run_1/floorplan.png
Drawn at 2 px/um. Pins as bars on the die edge.
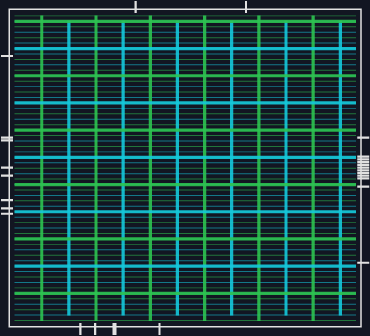
run_1/class_map.png
Drawn at 1.5 px/um. Fill, decap, tap and diode cells in grey.
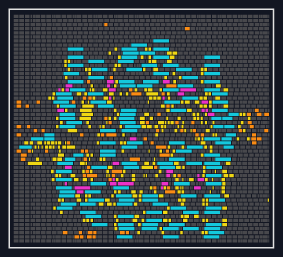
run_1/clock_wires.png
Drawn at 3 px/um.
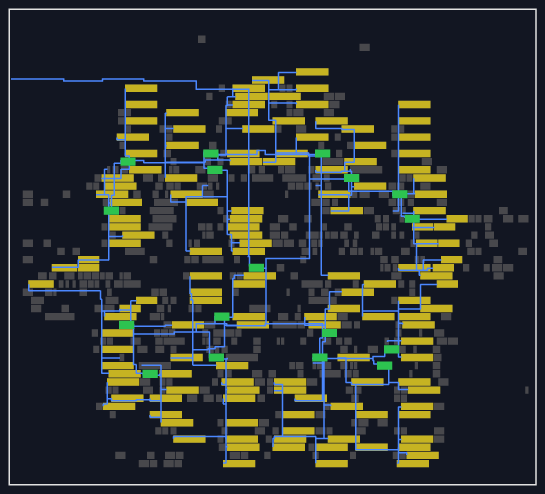
[src/rtl/td4_pkg.sv]
// ---------------------------------------------------------------------------
// td4_pkg -- shared definitions for the TD4 program memory block.
//
// Holds the memory geometry (16 x 8), the NOP word that the CPU executes as
// a harmless ADD A,0, and the loader FSM state encoding.
//
// Optional feature macro: TD4_PROG_CHECKSUM_EN
//   defined   -> the state set includes CHECK and ERR (checksum byte stage)
//   undefined -> only IDLE, LOAD and RUN exist
// ---------------------------------------------------------------------------
package td4_pkg;

    localparam int MEM_DEPTH = 16;
    localparam int ADDR_W    = $clog2(MEM_DEPTH);
    localparam int WORD_W    = 8;

    typedef logic [ADDR_W-1:0] addr_t;
    typedef logic [WORD_W-1:0] word_t;

    localparam word_t NOP_WORD = 8'h00;

`ifdef TD4_PROG_CHECKSUM_EN
    typedef enum logic [2:0] {
        IDLE,
        LOAD,
        CHECK,
        RUN,
        ERR
    } state_t;
`else
    typedef enum logic [1:0] {
        IDLE,
        LOAD,
        RUN
    } state_t;
`endif

endpackage

[src/rtl/td4_prog_ram.sv]
// ---------------------------------------------------------------------------
// td4_prog_ram -- 16 x 8 program storage.
//
// Synchronous write, registered read (one cycle latency) and a full-array
// fill with FILL_WORD on reset.
//
// Ports:
//   clk        in   clock, rising edge
//   rst        in   synchronous active-high reset
//   i_wr_en    in   write strobe
//   i_wr_addr  in   write address
//   i_wr_data  in   write data
//   i_rd_addr  in   read address, sampled every cycle
//   o_rd_data  out  registered read data
//
// Optional feature macro: none in this file (TD4_PROG_CHECKSUM_EN is handled
// by the top level).
// ---------------------------------------------------------------------------
module td4_prog_ram
    import td4_pkg::*;
#(
    parameter word_t FILL_WORD = NOP_WORD
) (
    input  logic  clk,
    input  logic  rst,
    input  logic  i_wr_en,
    input  addr_t i_wr_addr,
    input  word_t i_wr_data,
    input  addr_t i_rd_addr,
    output word_t o_rd_data
);

    word_t r_mem [MEM_DEPTH];
    word_t r_rd_data;

    always_ff @(posedge clk) begin
        if (rst) begin
            // NOTE: the array is reset on purpose so a half-loaded or
            // never-loaded program reads as a known fill word; this rules
            // out a block-RAM mapping, which is acceptable at 16 entries.
            for (int i = 0; i < MEM_DEPTH; i++) begin
                r_mem[i] <= FILL_WORD;
            end
            r_rd_data <= NOP_WORD;
        end else begin
            if (i_wr_en) begin
                r_mem[i_wr_addr] <= i_wr_data;
            end
            // Read-before-write: a same-cycle write to i_rd_addr shows up
            // on the following read.
            r_rd_data <= r_mem[i_rd_addr];
        end
    end

    assign o_rd_data = r_rd_data;

endmodule

[src/rtl/td4_prog_mem.sv]
// ---------------------------------------------------------------------------
// td4_prog_mem -- TD4 program memory with byte-stream loader.
//
// A host streams 16 program bytes over a valid/ready interface after a
// load_start pulse. Once loaded, the block enters RUN and serves the CPU:
// {opcode, immediate} is mem[pc_in] with one cycle of latency. Outside RUN
// the fetch outputs are forced to zero (ADD A,0).
//
// Ports:
//   clk         in   clock, rising edge
//   rst         in   synchronous active-high reset (wins over everything)
//   load_start  in   begin / restart loading (same-cycle transfer ignored)
//   load_valid  in   load_data is valid
//   load_data   in   program byte {opcode[7:4], immediate[3:0]}
//   load_ready  out  byte accepted when load_valid is also high
//   pc_in       in   fetch address from the CPU program counter
//   opcode      out  fetched opcode
//   immediate   out  fetched immediate
//   run         out  program loaded, CPU may execute
//   prog_err    out  checksum mismatch
//
// Optional feature macro: TD4_PROG_CHECKSUM_EN
//   defined   -> a 17th byte must equal the modulo-256 sum of the 16 program
//                bytes; mismatch parks the block in ERR
//   undefined -> RUN follows the 16th byte directly, prog_err is tied to 0
// ---------------------------------------------------------------------------
module td4_prog_mem
    import td4_pkg::*;
#(
    parameter word_t FILL_WORD = 8'h00
) (
    input  logic        clk,
    input  logic        rst,
    input  logic        load_start,
    input  logic        load_valid,
    input  logic [7:0]  load_data,
    output logic        load_ready,
    input  logic [3:0]  pc_in,
    output logic [3:0]  opcode,
    output logic [3:0]  immediate,
    output logic        run,
    output logic        prog_err
);

    state_t r_state;
    state_t w_next_state;
    addr_t  r_wr_ptr;
    logic   w_accept;
    logic   w_wr_en;
    word_t  w_rd_data;

`ifdef TD4_PROG_CHECKSUM_EN
    word_t  r_checksum;
`endif

    // -----------------------------------------------------------------------
    // State register and write pointer
    // -----------------------------------------------------------------------
    always_ff @(posedge clk) begin
        if (rst) begin
            // NOTE: non-blocking assignments in every clocked block, so all
            // registers update from pre-edge values regardless of order.
            r_state  <= IDLE;
            r_wr_ptr <= '0;
        end else begin
            r_state <= w_next_state;
            if (load_start) begin
                r_wr_ptr <= '0;
            end else if (w_wr_en) begin
                r_wr_ptr <= r_wr_ptr + addr_t'(1);  // wraps 15 -> 0
            end
        end
    end

`ifdef TD4_PROG_CHECKSUM_EN
    always_ff @(posedge clk) begin
        if (rst || load_start) begin
            r_checksum <= '0;
        end else if (w_wr_en) begin
            r_checksum <= r_checksum + load_data;
        end
    end
`endif

    // -----------------------------------------------------------------------
    // Next state and outputs
    // -----------------------------------------------------------------------
    always_comb begin
        // NOTE: every output of this block gets a default first so no path
        // leaves one unassigned and no latch is inferred.
        w_next_state = r_state;
        load_ready   = 1'b0;
        run          = 1'b0;
        prog_err     = 1'b0;
        opcode       = 4'h0;
        immediate    = 4'h0;

`ifdef TD4_PROG_CHECKSUM_EN
        load_ready = (r_state == LOAD) || (r_state == CHECK);
        prog_err   = (r_state == ERR);
`else
        load_ready = (r_state == LOAD);
`endif
        run = (r_state == RUN);

        // load_start claims the cycle: any coincident transfer is dropped.
        w_accept = load_valid && load_ready && !load_start;
        w_wr_en  = w_accept && (r_state == LOAD);

        if (run) begin
            {opcode, immediate} = w_rd_data;
        end

        if (load_start) begin
            w_next_state = LOAD;
        end else begin
            case (r_state)
                LOAD: begin
                    if (w_accept && (r_wr_ptr == addr_t'(MEM_DEPTH - 1))) begin
`ifdef TD4_PROG_CHECKSUM_EN
                        w_next_state = CHECK;
`else
                        w_next_state = RUN;
`endif
                    end
                end
`ifdef TD4_PROG_CHECKSUM_EN
                CHECK: begin
                    if (w_accept) begin
                        w_next_state = (load_data == r_checksum) ? RUN : ERR;
                    end
                end
`endif
                default: begin
                    // IDLE, RUN and ERR hold until load_start or rst.
                end
            endcase
        end
    end

    // -----------------------------------------------------------------------
    // Storage
    // -----------------------------------------------------------------------
    td4_prog_ram #(
        .FILL_WORD (FILL_WORD)
    ) u_ram (
        .clk       (clk),
        .rst       (rst),
        .i_wr_en   (w_wr_en),
        .i_wr_addr (r_wr_ptr),
        .i_wr_data (load_data),
        .i_rd_addr (pc_in),
        .o_rd_data (w_rd_data)
    );

endmodule

[config.mk]
export PLATFORM = sky130hd
export DESIGN_NAME = td4_prog_mem
export DESIGN_NICKNAME = d
export VERILOG_FILES = /design/src/rtl/td4_pkg.sv /design/src/rtl/td4_prog_ram.sv /design/src/rtl/td4_prog_mem.sv
export SDC_FILE = /design/constraint.sdc
export NUM_CORES = 1
export LEC_CHECK = 0
export ABC_AREA = 0
export ABC_CLOCK_PERIOD_IN_PS = 2200
export CAP_MARGIN = 10
export CORE_ASPECT_RATIO = 0.9
export CORE_MARGIN = 2
export CORE_UTILIZATION = 25
export CTS_BUF_LIST = sky130_fd_sc_hd__clkbuf_4 sky130_fd_sc_hd__clkbuf_8
export DETAILED_ROUTE_END_ITERATION = 10
export PLACE_DENSITY = 0.45
export SKIP_LAST_GASP = 1
export SLEW_MARGIN = 20
export SYNTH_ARGS = -nofsm -noshare
export SYNTH_HDL_FRONTEND = slang
export SYNTH_HIERARCHICAL = 1
export SYNTH_SLANG_ARGS = --single-unit
[constraint.sdc]
create_clock -name clk -period 2.2 [get_ports clk]
set_clock_uncertainty 0.05 [all_clocks]
set_input_delay 0.44 -clock clk [delete_from_list [all_inputs] [get_ports clk]]
set_output_delay 0.44 -clock clk [all_outputs]
set_load 0.01 [all_outputs]
==> deck_impl_summary.md, run 1 <==
Synthesis and Place & Route Summary

Global routing
  • Antenna violations before repair: 1
  • Overflow after GRT: 0
  • Vias in the first global route: 4136
  • Pin count of the biggest net entering global routing: 22
  • Overall routing resource usage: 13.1%

Logic synthesis
  • Synth Flop Type: edfxtp_1
  • Synthesized area: 0.00659 mm^2
  • #FFs+latches synth: 142
  • Ys async rst share: 0%
  • Top area contributor share: 58.4%
  • Post-synth EDFFs: 128
  • Yosys cell count: 488

Power
  • Worst vdd ir: 348 uV
  • Int Pwr: 4.34 mW
  • NetSw: 1.28 mW

Clock network
  • Clk slew on worst S/H paths: 0.07 ns
  • Clock Path Buffers: 2
  • Total CTS buffers: 17
  • Late-Pin Clk Latency: 0.45 ns

Setup path
  • Worst setup SP type: flip-flop
  • Reg-to-Reg Start: r_state[1]
  • Setup crit start: r_state[0]

Placed design
  • RePlAce Congestion: 0.812
  • Port Buffers: 25

Status
  • Status: completed

Die
  • Die Height: 158 um
  • Chip area: 0.0277 mm^2
  • Core Area: 0.0260 mm^2

Timing
  • Fmax: 476 MHz

Hold path
  • HP Class: flip-flop to flip-flop
  • Hold Crit Start: r_wr_ptr[3]

Final layout
  • Layout cell share with drive strength beyond 1: 20.0%
  • Reg area: 0.00413 mm^2
  • # nets final: 584

Drt
  • Routed wire length: 17.0 mm
  • Vias per cell: 4.32
  • Routed vias: 4009
Back to the opening pictures, floorplan.png:
| colour | net |
|---|---|
| green | VSS |
| cyan | VDD |
met5 straps: 11
signal pins: 27
met1 rails: 57
rows: 56
met4 straps: 12

Back to the opening pictures, class_map.png:
| colour | class | cells | share of their area |
|---|---|---|---|
| yellow | remaining logic cells | 322 | 31% |
| magenta | clock drivers and dummy loads | 32 | 5.1% |
| orange | remaining buffers and delay cells | 84 | 10% |
| cyan | registers | 142 | 54% |

Back to the opening pictures, clock_wires.png:
[green] clock-net drivers | count: 17
[yellow] flip-flops | count: 142
[blue] clock wires | length: 1770 um
routed clock nets: 18

==> run 1: layout by cell type (no fill, tap or decap), types with 4 or more instances in the layout <==
master             n
nand2b_1           9
nor3_2             4
buf_12             9
clkdlybuf4s50_1   15
dfxtp_1           12
nand3_1           10
clkbuf_8          17
mux2i_1           53
or2_1              8
nand2_1           10
mux4_2             6
clkinv_1           4
or2_2              6
edfxtp_1         128
dlygate4sd2_1      6
a22oi_1           25
buf_4             51
and2_1           137
o21ai_0            6
nor2_1            17
clkinv_2           4
==> run 1: worst max-delay path: stages (launching register included) <==
cell	delay, ns
dfxtp_4	0.37
and2b_4	0.31
buf_4	0.13
and2_1	0.12
clkdlybuf4s15_1	0.24
==> run 1: registers in the layout, summed over array words and instances (netlist names) <==
signal / cells
u_ram/r_mem: 128
u_ram/o_rd_data: 8
r_wr_ptr: 4
r_state: 2
==> run 1: area by class of cell <==
cell class,instances,share of cell area [%]
multi-input combinational,321,28.8
clock buffer,18,2.98
tap,348,5.38
clock inverter,14,1.84
inverter,1,0.0464
timing repair buffer,84,9.86
antenna,1,0.0309
sequential,142,51.0
==> run 1: worst paths after layout <==
check                                         end  slack, ns  cells after the start
worst max register to register  u_ram/r_mem[1][2]        0.1                      8
worst min register to register        r_wr_ptr[3]       0.55                      2
worst min-delay path                  r_wr_ptr[3]       0.55                      2
worst max-delay path                    opcode[1]        0.1                      4
==> run 1: timing repair <==
action | CTS | global route
setup buffers | 3 | 0
endpoints found under the setup margin | 9 | 109
gates cloned | 1 | 0
endpoints found under the hold margin | 0 | 0
gates resized | 14 | 9
==> run 1: power groups by stage <==
stage               Sequential [mW]  Combinational, mW  Clock, mW
floorplan                      3.11              0.243          0
global route                   3.07              0.502       2.27
CTS                            3.06              0.472       2.14
global placement               3.13              0.461          0
detailed placement             3.13              0.467          0
finish                         3.06              0.467       2.09
==> run 1: layer usage <==
layer,vias up,part of all wire (%),track usage (%)
met5,-,0,0
met2,101,47,20.7
li1,1915,-,-
met4,0,1.2,4.09
met3,12,5.5,3.77
met1,1981,46,17.2
==> run 1: through the flow <==
step / util [%] / setup WS, ns / cell area (um^2) / hold WS [ns] / TNS, ns
floorplan: - / 0.177 / 6590 / 0.435 / 0
global placement: 29.4 / -0.337 / 7650 / 0.475 / -44.94
detailed placement: 29.4 / -0.343 / 7650 / 0.488 / -49.51
CTS: 31.0 / -0.00532 / 8070 / 0.505 / -0.0282
global route: 31.1 / -0.0147 / 8100 / 0.585 / -0.0903
finish: 31.2 / 0.0982 / 8100 / 0.553 / 0
==> run 1: cells by family after synthesis <==
family	count (synthesis)	synth area share, %
AND-OR/OR-AND	40	4.26
buffers and inverters	26	2.43
AND/OR/NAND/NOR	218	20.2
XOR/XNOR	1	0.133
multiplexers	59	10.1
flip-flops	142	62.6
adder cells (fa/ha/maj)	1	0.190
other	1	0.0569
run_1/layers.png
Drawn at 2 px/um. Two of the layers only.
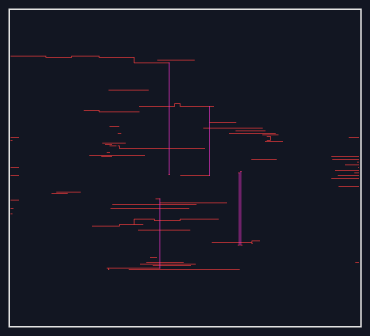

==> run 2: changes to the inputs <==
- CORE_UTILIZATION: 25 -> 40
- PLACE_DENSITY: 0.45 -> 0.61
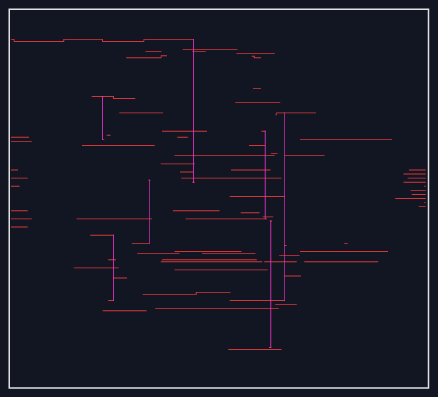
run_2/layers.png
Drawn at 3 px/um. Two of the layers only.
| colour | layer | wire length |
|---|---|---|
| red | M3 | 940 um |
| magenta | M4 | 239 um |

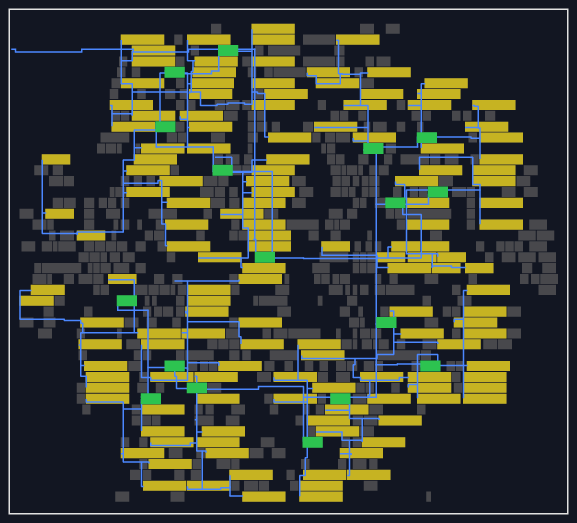
run_2/clock_wires.png
Drawn at 4 px/um.
[blue] clock wires | length: 1610 um
[yellow] flip-flops | count: 142
[green] clock-net drivers | count: 17
routed clock nets: 18
flops lie: all over the die

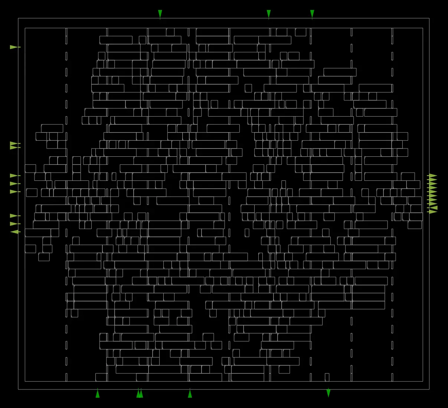
run_2/placed.png
n_taps: 207
row count: 44
fin cells: 784

==> deck_impl_summary.md, run 2 <==
Synthesis and Place & Route Summary

Global routing
  • Overall routing resource usage: 18.6% (+5.5 points)
  • GR Util met1: 26.4% (+9.2 points)
  • Overflow after GRT: 0 (unchanged)
  • Antenna violations before repair: 0 (-1)
  • GR peak layer: met2
  • Vias in the first global route: 4091 (-1.1%)
  • Met3 GRT Util: 3.95% (+0.18 points)
  • Pin count of the biggest net entering global routing: 18 (-18%)
  • Met2 GRT Util: 28.5% (+7.8 points)

Final layout
  • Most instantiated logic cells after routing: and2_1, edfxtp_1, mux2i_1
  • Layout Area Growth over Synthesis: 19.7%
  • Layout Utilization: 48.9% (+18 points)
  • # nets final: 581 (-0.51%)
  • Inserted Diodes: 0 (-1)
  • Largest Register: u_ram/r_mem
  • Max FFs per register: 128 (unchanged)
  • Commonest Layout Cell: and2_1
  • Layout cell share with drive strength beyond 1: 19.6% (-0.42 points)

Setup path
  • Critical path's largest stage delay: 0.37 ns (about the same)
  • Cell mode on critical path: buf_4
  • Worst-path cell chain: buf_4 -> and2b_4 -> buf_4 -> and2_1 -> dlymetal6s2s_1
  • Worst setup SP type: flip-flop
  • WP buf/inv: 3 (+1)
  • Reg-to-Reg Start: r_state[0]
  • Delay-heaviest family, CP: buffers and inverters
  • R2R depth: 8 (unchanged)
  • Reg-to-Reg End: u_ram/r_mem[1][2]
  • Worst R2R Setup Slack: 0.17 ns (+0.07 ns)
  • Worst path slowest cell: dfxtp_4
  • Setup crit start: r_state[0]

Placed design
  • RePlAce Congestion: 0.920 (+13%)
  • Port Buffers: 25 (unchanged)
  • Placed Instances: 749

Clock network
  • Late-Pin Clk Latency: 0.44 ns (about the same)
  • Clk slew on worst S/H paths: 0.07 ns (about the same)
  • Total CTS buffers: 17 (unchanged)
  • Clock Path Buffers: 2 (unchanged)

Drt
  • Routed vias: 4085 (+1.9%)
  • Routed wire length: 15.7 mm (-7.9%)
  • Vias per cell: 5.21 (+21%)

Hold path
  • HP Class: flip-flop to flip-flop
  • Hold path cells: 2 (unchanged)
  • Hold Crit Start: r_wr_ptr[3]
  • WHS Endpoint: r_wr_ptr[3]

Logic synthesis
  • Synth warn: 6
  • Unique cell types: 39
  • Post-synthesis sequential area ratio: 62.6%
  • Top area contributor share: 58.4% (unchanged)
  • Yosys cell count: 488 (unchanged)
  • #FFs+latches synth: 142 (unchanged)
  • Ys async rst share: 0% (unchanged)
  • Synthesized area: 0.00659 mm^2 (unchanged)
  • Synth top cells by count: and2_1, edfxtp_1, mux2i_1, a22oi_1, nor2_1
  • Post-synth EDFFs: 128 (unchanged)
  • Synth Flop Type: edfxtp_1

Die
  • Core Area: 0.0161 mm^2 (-38%)
  • Chip area: 0.0175 mm^2 (-37%)
  • Die Height: 126 um (-20%)

Timing
  • Max-slew headroom: 37.5%
  • Fmax: 465 MHz (-2.4%)

Status
  • Status: completed

Flow run
  • Tool warning count: 28

Power
  • Worst vdd ir: 383 uV (+10%)
run 2: netlist changes by cell type in the layout (fill, tap and decap cells not counted), sizes merged:
| cell | change |
|---|---|
| bufinv | -1 |
| clkdlybuf4s50 | +1 |
| buf | -3 |
| diode | -1 |
| clkdlybuf4s15 | -2 |
| inv | -1 |
| dlymetal6s2s | +7 |
| dlygate4sd2 | -6 |
| clkinv | -4 |
| clkbuf | +6 |
run 2: area by class of cell:
type	instances	area [um^2]
tap	207	259
fill	1387	8250
timing repair buffer	81	788
multi-input combinational	321	2310
clock buffer	24	293
inverter	1	3.75
sequential	142	4130
clock inverter	8	93.8
run 2: metal layers:
metal	up-vias	part of all wire [%]
met4	0	1.5
met2	133	45
li1	1908	-
met5	-	0
met3	19	6.0
met1	2025	47
run 2: how the worst max path moves through the flow:
stage                             end  slack, ns  depth (start not counted)
floorplan           u_ram/r_mem[2][0]       0.18                          6
global placement    u_ram/r_mem[1][7]      -0.27                          8
detailed placement  u_ram/r_mem[1][2]      -0.32                          8
CTS                      immediate[2]      -0.14                          3
global route             immediate[0]     -0.005                          5
finish                   immediate[3]       0.05                          5
run 2: metrics by stage:
stage               cell area (um^2)  power, mW  hold slack (ns)  setup slack (ns)  setup TNS (ns)
floorplan                       6590       3.35            0.435             0.177               0
global placement                7440       3.56            0.467            -0.270          -21.40
detailed placement              7440       3.57            0.479            -0.318          -31.25
CTS                             7830       5.58            0.489            -0.140          -0.939
global route                    7880       5.72            0.523          -0.00505         -0.0275
finish                          7880       5.54            0.493            0.0474               0
run 2: cell families after synthesis:
kind of cell             share of synthesized area (%)
buffers and inverters                             2.43
AND/OR/NAND/NOR                                   20.2
multiplexers                                      10.1
AND-OR/OR-AND                                     4.26
XOR/XNOR                                         0.133
adder cells (fa/ha/maj)                          0.190
flip-flops                                        62.6
other                                           0.0569
run 2: timing repair:
item / 4_1_cts / 5_1_grt
gates resized: 2 / 12
cloned: 0 / 1
endpoints found under the setup margin: 9 / 9
setup buffers: 0 / 2
pin swaps: 0 / 0
hold endpoints to repair: 0 / 0
run 2: worst reg2reg max path, stage by stage, from the launching register on:
cell,delay [ns]
dfxtp_4,0.39
buf_4,0.14
nand4bb_4,0.11
inv_1,0.08
nor3b_1,0.26
nand2b_1,0.23
nor2_1,0.19
or2_1,0.17
buf_12,0.13
run 2: where the power goes:
group | switching, mW | internal [mW] | leakage [nW]
Clock | 0.925 | 1.10 | 0.199
Sequential | 0.0398 | 3.03 | 1.42
Combinational | 0.252 | 0.191 | 1.61
Total | 1.22 | 4.32 | 3.23
Power is estimated from default activity; no workload was simulated.
